$ cat src/rtl/count_sequencer.sv
// count_sequencer: triangle counter 0..L..0 repeated for N periods, with pause, abort and done/cyc_done pulses.
module count_sequencer #(
    parameter int WIDTH     = 8,
    parameter int CYC_WIDTH = 4
) (
    input  logic                 clk,
    input  logic                 rst,
    input  logic                 start,
    input  logic                 abort,
    input  logic                 pause,
    input  logic [WIDTH-1:0]     limit,
    input  logic [CYC_WIDTH-1:0] n_cycles,
    output logic [WIDTH-1:0]     count,
    output logic                 up_count,
    output logic                 busy,
    output logic [CYC_WIDTH-1:0] cyc_idx,
    output logic                 cyc_done,
    output logic                 done,
    output logic                 aborted
);
    typedef enum logic [1:0] {IDLE, UP, DOWN} state_t;
    state_t               state, state_nx;
    logic [WIDTH-1:0]     lim, lim_nx, count_nx;
    logic [CYC_WIDTH-1:0] n_reg, n_nx, cyc_nx;
    logic                 cyc_done_nx, done_nx, aborted_nx, period_end, last;
    assign up_count = (state == UP);
    assign busy     = (state != IDLE);
    // With L==1 the peak is also the last non-zero value, so the period ends straight from UP.
    assign period_end = (count == WIDTH'(1)) && (state == DOWN || (state == UP && lim == WIDTH'(1)));
    assign last       = (cyc_idx == n_reg - CYC_WIDTH'(1));
    always_comb begin
        state_nx    = state;
        lim_nx      = lim;
        n_nx        = n_reg;
        count_nx    = count;
        cyc_nx      = cyc_idx;
        cyc_done_nx = 1'b0;
        done_nx     = 1'b0;
        aborted_nx  = 1'b0;
        if (state == IDLE) begin
            if (start && !abort) begin
                if (limit != '0 && n_cycles != '0) begin
                    lim_nx   = limit;
                    n_nx     = n_cycles;
                    cyc_nx   = '0;
                    count_nx = '0;
                    state_nx = UP;
                end else begin
                    done_nx = 1'b1;
                end
            end
        end else if (abort) begin
            count_nx   = '0;
            cyc_nx     = '0;
            state_nx   = IDLE;
            aborted_nx = 1'b1;
        end else if (!pause) begin
            if (period_end) begin
                count_nx    = '0;
                cyc_nx      = cyc_idx + CYC_WIDTH'(1);
                cyc_done_nx = 1'b1;
                done_nx     = last;
                state_nx    = last ? IDLE : UP;
            end else if (state == UP) begin
                count_nx = (count == lim) ? count - WIDTH'(1) : count + WIDTH'(1);
                state_nx = (count == lim) ? DOWN : UP;
            end else begin
                count_nx = count - WIDTH'(1);
            end
        end
    end
    always_ff @(posedge clk) begin
        if (rst) begin
            state    <= IDLE;
            lim      <= '0;
            n_reg    <= '0;
            count    <= '0;
            cyc_idx  <= '0;
            cyc_done <= 1'b0;
            done     <= 1'b0;
            aborted  <= 1'b0;
        end else begin
            state    <= state_nx;
            lim      <= lim_nx;
            n_reg    <= n_nx;
            count    <= count_nx;
            cyc_idx  <= cyc_nx;
            cyc_done <= cyc_done_nx;
            done     <= done_nx;
            aborted  <= aborted_nx;
        end
    end
endmodule

$ cat config.mk
export PLATFORM = sky130hd
export DESIGN_NAME = count_sequencer
export DESIGN_NICKNAME = d
export VERILOG_FILES = /design/src/rtl/count_sequencer.sv
export SDC_FILE = /design/constraint.sdc
export NUM_CORES = 1
export LEC_CHECK = 0
export CORE_MARGIN = 3
export CORE_UTILIZATION = 45
export CTS_CLUSTER_DIAMETER = 200
export DETAILED_ROUTE_END_ITERATION = 6
export GPL_TIMING_DRIVEN = 0
export HOLD_SLACK_MARGIN = 0.12
export PLACE_DENSITY = 0.8
export SLEW_MARGIN = 20
export SYNTH_ARGS = -nofsm -noshare
export SYNTH_HDL_FRONTEND = slang
export SYNTH_SLANG_ARGS = --single-unit
export TNS_END_PERCENT = 1
$ cat constraint.sdc
create_clock -name clk -period 2.27 [get_ports clk]
set_input_delay 0.3405 -clock clk [delete_from_list [all_inputs] [get_ports clk]]
set_output_delay 0.3405 -clock clk [all_outputs]
set_load 0.005 [all_outputs]
==> results_dict.tcl, run 1 <==
# implementation run metrics
set metrics [dict create \
    violations "negative setup slack" \
    maxCapViolCount 0 \
    clockPowerShare_pct 22.4 \
    chipArea_um2 4329 \
    yosysUniqueCellTypes 38 \
    ant_nets 0 \
    top_cell "dfxtp_1" \
    layout_top_cell "clkdlybuf4s50_1" \
    ys_seq_share_pct 36.08 \
    powerDensity_nw_per_um2 925.2 \
    post-route-min-period_ns 2.315 \
    die_w_um 65.80 \
    area_growth_pct 36.08 \
    grt_pass1_wl_um 6230 \
    edf_count 0 \
    holdPathEnd "aborted" \
    use_met3_pct 3.571 \
    hold_viol_final 0 \
    totalWireLength_um 3784 \
    antenna_found_initial 0 \
    rows 21 \
    synthesis.nets 210 \
    clock_path_buffers 2 \
    fmax_mhz 432.0 \
    p_seq_share_pct 34.5 \
    htreeDepth 2 \
    hold_class "input port to register" \
    fp.coreArea_um2 3390 \
    slew_violations 0 \
    common_cells "29 x dfxtp_1, 26 x nor2_1, 13 x xnor2_1" \
    met1_usage_pct 24.50 \
    simple_gate_share_pct 24.34 \
    hold_buffers 0 \
    aoi_share_pct 13.76 \
    syn_avg_cell_area_um2 8.559 \
    tns_ns -0.1625 \
    p_sw_share_pct 36.11 \
    logic_gates 145 \
    place_ws_ns -0.6697 \
    pg_comb_mw 0.873 \
    warnings 30 \
    n_all_inverters 7 \
    holdWs_ns 0.4534 \
    crit_chain "or4b_4 -> a211oi_4 -> nor2_2 -> or4b_1 -> a21o_1 -> a21oi_2" \
    r2r_end "count[4]" \
    seq_cells 29 \
    tightest_slew_ns 0.5332 \
    wl_met1_um 1725 \
    tapCellCount 46 \
    worst-path-stages 6 \
    syn_inst 188 \
    dpl.cell_count 267 \
    worst-path-buf-inv 0 \
    crit_family "simple AND/OR/NAND/NOR gates" \
    outcome "finished, violations left" \
    adder_share_pct 3.888 \
    postCtsResizedCells 11 \
    p_int_mw 1.294 \
    grt_usage_pct 19.07 \
    cp-endpoint "count[4]" \
    wl_met2_um 1815 \
    top_usage_layer "met2" \
    final-comb-area_um2 1046 \
    fp_util_pct 47.47 \
    initialDrtViolationCount 81 \
    grt_pass1_vias 1399 \
    port_buffers 33 \
    path_max_fanout 8 \
    clockNetworkAreaShare_pct 3.886 \
    reg_top3 "count (8), lim (8)" \
    lay_top_cells "32 x clkdlybuf4s50_1, 26 x nor2_1, 24 x dfxtp_1" \
    leakagePower_nw 0.8087 \
    synth_flops 29 \
    viasPerCell 5.500 \
    syn_area_um2 1609 \
    vdd_ir_drop_max_mv 0.5915 \
    setup_ws_ns -0.04483 \
    grt_util_met2_pct 28.79 \
    critPathKind "register to register" \
    clock_sinks 29 \
    numCtsBuffers 5 \
    ys_sh_mux_pct 8.165 \
    seq_share_pct 26.80 \
    total_power_mw 2.026 \
    ys_cells 188 \
    setup_viol 7 \
    power_switching_mw 0.7315 \
    yosys_most_used_dff "dfxtp_1" \
    buffers_excl_clock 41 \
    stdcell_count 276 \
    ys_sh_xor_pct 10.34 \
    cp_slowest_cell "or4b_4" \
    cts_root_buf "clkbuf_4" \
    nonClkBufAreaFrac_pct 17.71 \
    yosys-stat-area_um2 1609 \
    start_kind "register" \
    yosys.area.top_type "dfxtp_1" \
    regArea_um2 586.8 \
    fill_cells 289 \
    n_antenna_cell 0 \
    dpl.hpwl_um 2725 \
    worstReg2RegStart "state[0]" \
    final_layout_size_suffix_gt1_share_pct 15.22 \
    cts.clk_slew.worst_paths_ns 0.11 \
    cts_setup_buffers 0 \
    crit_path_max_incr_delay_ns 0.58 \
    clock_buffers 7 \
    power_leader "combinational cells" \
    post-route-period-util_pct 102.0 \
]
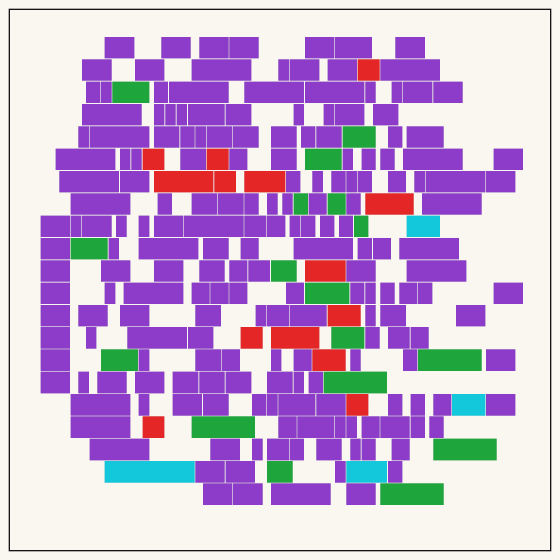
Run 1: cell sizes after repair
legend:
  x2:
    color: green
    cells: 17
    share: 7.4%
    most_used: dfxtp_2
  x6 and larger:
    color: cyan
    cells: 4
    share: 1.7%
    most_used: buf_6
  x1 and smaller:
    color: purple
    cells: 195
    share: 85%
    most_used: clkdlybuf4s50_1
  x3 and x4:
    color: red
    cells: 14
    share: 6.1%
    most_used: clkbuf_4

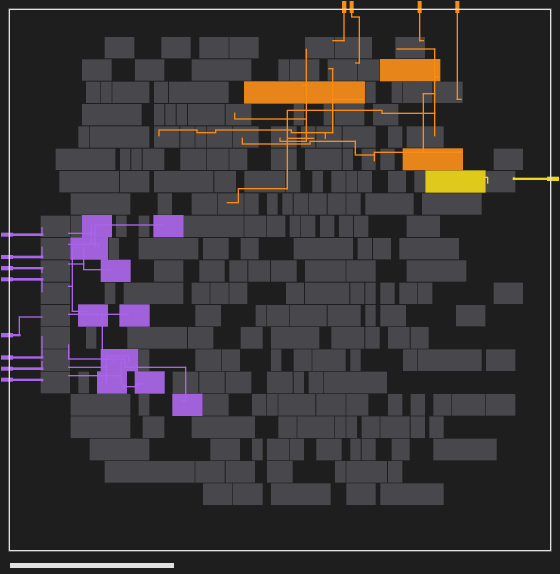
Run 1: nets reached from selected ports
Scale bar: 20 um.
legend:
  cyc_done:
    color: yellow
    direction: output
    edge: right
    end_cells: 1
    buffers: 1
    wire: 5.30 um
  limit:
    color: purple
    direction: input
    edge: left
    end_cells: 10
    buffers: 8
    wire: 135 um
  cyc_idx:
    color: orange
    direction: output
    edge: top
    end_cells: 4
    buffers: 4
    wire: 183 um

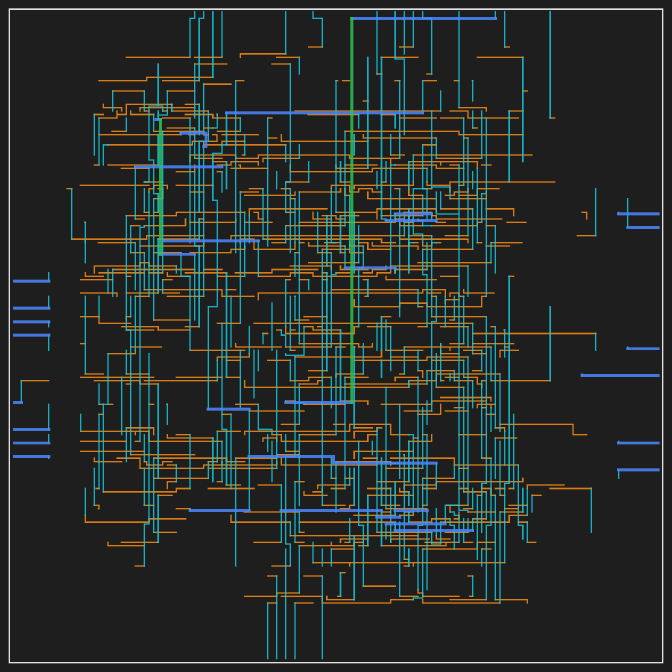
Run 1: metal layers overlaid
legend:
  M1:
    color: orange
    wire_length: 1730 um
  M2:
    color: cyan
    wire_length: 1820 um
  M3:
    color: blue
    wire_length: 191 um
  M4:
    color: green
    wire_length: 52.4 um

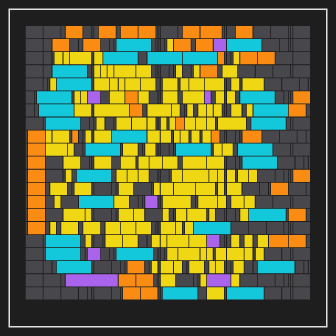
Run 1: cells colored by class
Fill, decap, tap and diode cells in gray.
legend:
  registers:
    color: cyan
    cells: 29
    share_of_their_area: 28%
  remaining buffers and delay cells:
    color: orange
    cells: 41
    share_of_their_area: 18%
  clock drivers and dummy loads:
    color: purple
    cells: 8
    share_of_their_area: 4.0%
  remaining logic cells:
    color: yellow
    cells: 152
    share_of_their_area: 50%

Run 1, cell outlines without signal wires:
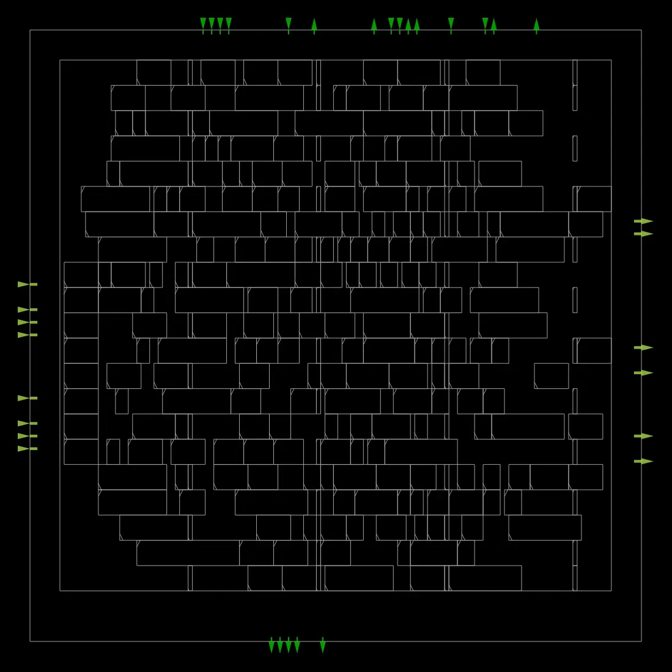

==> run 1 -> run 2 <==
Settings changed: CORE_UTILIZATION 45 to 54, PLACE_DENSITY 0.8 to 0.89.
Clock period 2.27 ns to 2.8 ns, I/O delays scaled along.
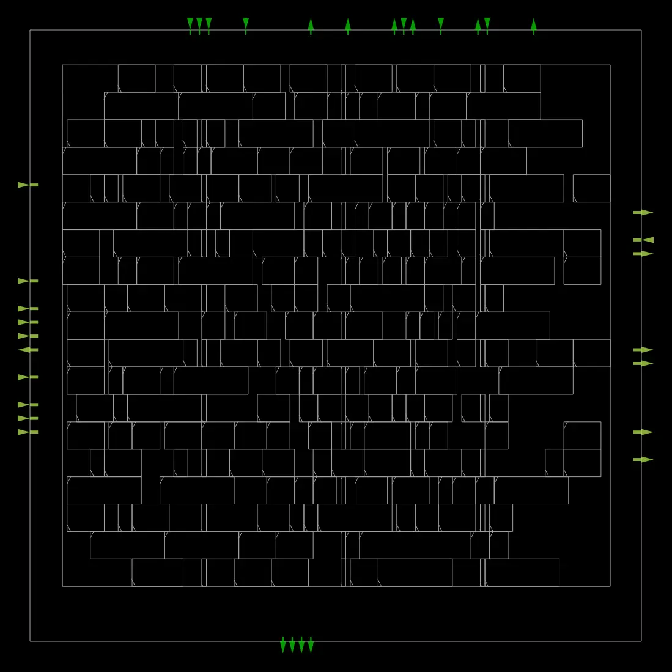
Run 2: cell outlines without signal wires
Tap Cells: 31
fin cells: 260

==> results_dict.tcl, run 2 <==
# implementation run metrics
set metrics [dict create \
    outcome "completed" \
    adder_share_pct 3.888 \
    ys_cells 188 \
    aoi_share_pct 13.76 \
    postCtsResizedCells 0 \
    worst-path-buf-inv 1 \
    common_cells "29 x dfxtp_1, 26 x nor2_1, 13 x xnor2_1" \
    dpl.hpwl_um 2713 \
    crit_chain "clkdlybuf4s50_1 -> or4b_4 -> a211oi_4 -> nor2_2 -> or4b_1 -> a21o_1 -> a21oi_2" \
    antenna_found_initial 0 \
    syn_inst 188 \
    seq_share_pct 28.14 \
    hold_buffers 0 \
    reg_top3 "count (8), lim (8)" \
    yosys-stat-area_um2 1609 \
    logic_gates 145 \
    seq_cells 29 \
    yosysUniqueCellTypes 38 \
    post-route-period-util_pct 96.71 \
    critPathKind "input port to register" \
    simple_gate_share_pct 24.34 \
    initialDrtViolationCount 52 \
    ys_sh_xor_pct 10.34 \
    setup_viol 0 \
    hold_viol_final 0 \
    ys_seq_share_pct 36.08 \
    syn_area_um2 1609 \
    cts_root_buf "clkbuf_4" \
    p_seq_share_pct 35.8 \
    grt_pass1_wl_um 6030 \
    pg_comb_mw 0.634 \
    crit_family "simple AND/OR/NAND/NOR gates" \
    post-route-min-period_ns 2.708 \
    fmax_mhz 369.3 \
    power_leader "combinational cells" \
    maxCapViolCount 0 \
    ys_sh_mux_pct 8.165 \
    yosys.area.top_type "dfxtp_1" \
    place_ws_ns -0.2678 \
    regArea_um2 580.6 \
    synthesis.nets 210 \
    setup_ws_ns 0.09205 \
    clockPowerShare_pct 23.2 \
    holdWs_ns 0.5440 \
    hold_class "register to register" \
    power_switching_mw 0.5456 \
    total_power_mw 1.545 \
    clock_buffers 7 \
    rows 19 \
    p_int_mw 0.9994 \
    top_cell "dfxtp_1" \
    grt_usage_pct 22.08 \
    top_usage_layer "met2" \
    port_buffers 33 \
    leakagePower_nw 0.7722 \
    p_sw_share_pct 35.32 \
    cp_slowest_cell "or4b_1" \
    n_antenna_cell 0 \
    start_kind "input port" \
    path_max_fanout 8 \
    clock_path_buffers 2 \
    fp.coreArea_um2 2805 \
    clockNetworkAreaShare_pct 4.124 \
    cts.clk_slew.worst_paths_ns 0.08 \
    cts_setup_buffers 0 \
    die_w_um 60.59 \
    final_layout_size_suffix_gt1_share_pct 6.114 \
    numCtsBuffers 5 \
    met1_usage_pct 28.87 \
    worst-path-stages 7 \
    fp_util_pct 57.36 \
    vdd_ir_drop_max_mv 0.5450 \
    tightest_slew_ns 0.9070 \
    yosys_most_used_dff "dfxtp_1" \
    holdPathEnd "lim[0]" \
    use_met3_pct 5.957 \
    powerDensity_nw_per_um2 748.8 \
    ant_nets 0 \
    wl_met1_um 1601 \
    tns_ns 0 \
    worstReg2RegStart "count[2]" \
    r2r_end "count[0]" \
    grt_pass1_vias 1353 \
    buffers_excl_clock 40 \
    layout_top_cell "clkdlybuf4s50_1" \
    lay_top_cells "33 x clkdlybuf4s50_1, 29 x dfxtp_1, 26 x nor2_1" \
    synth_flops 29 \
]
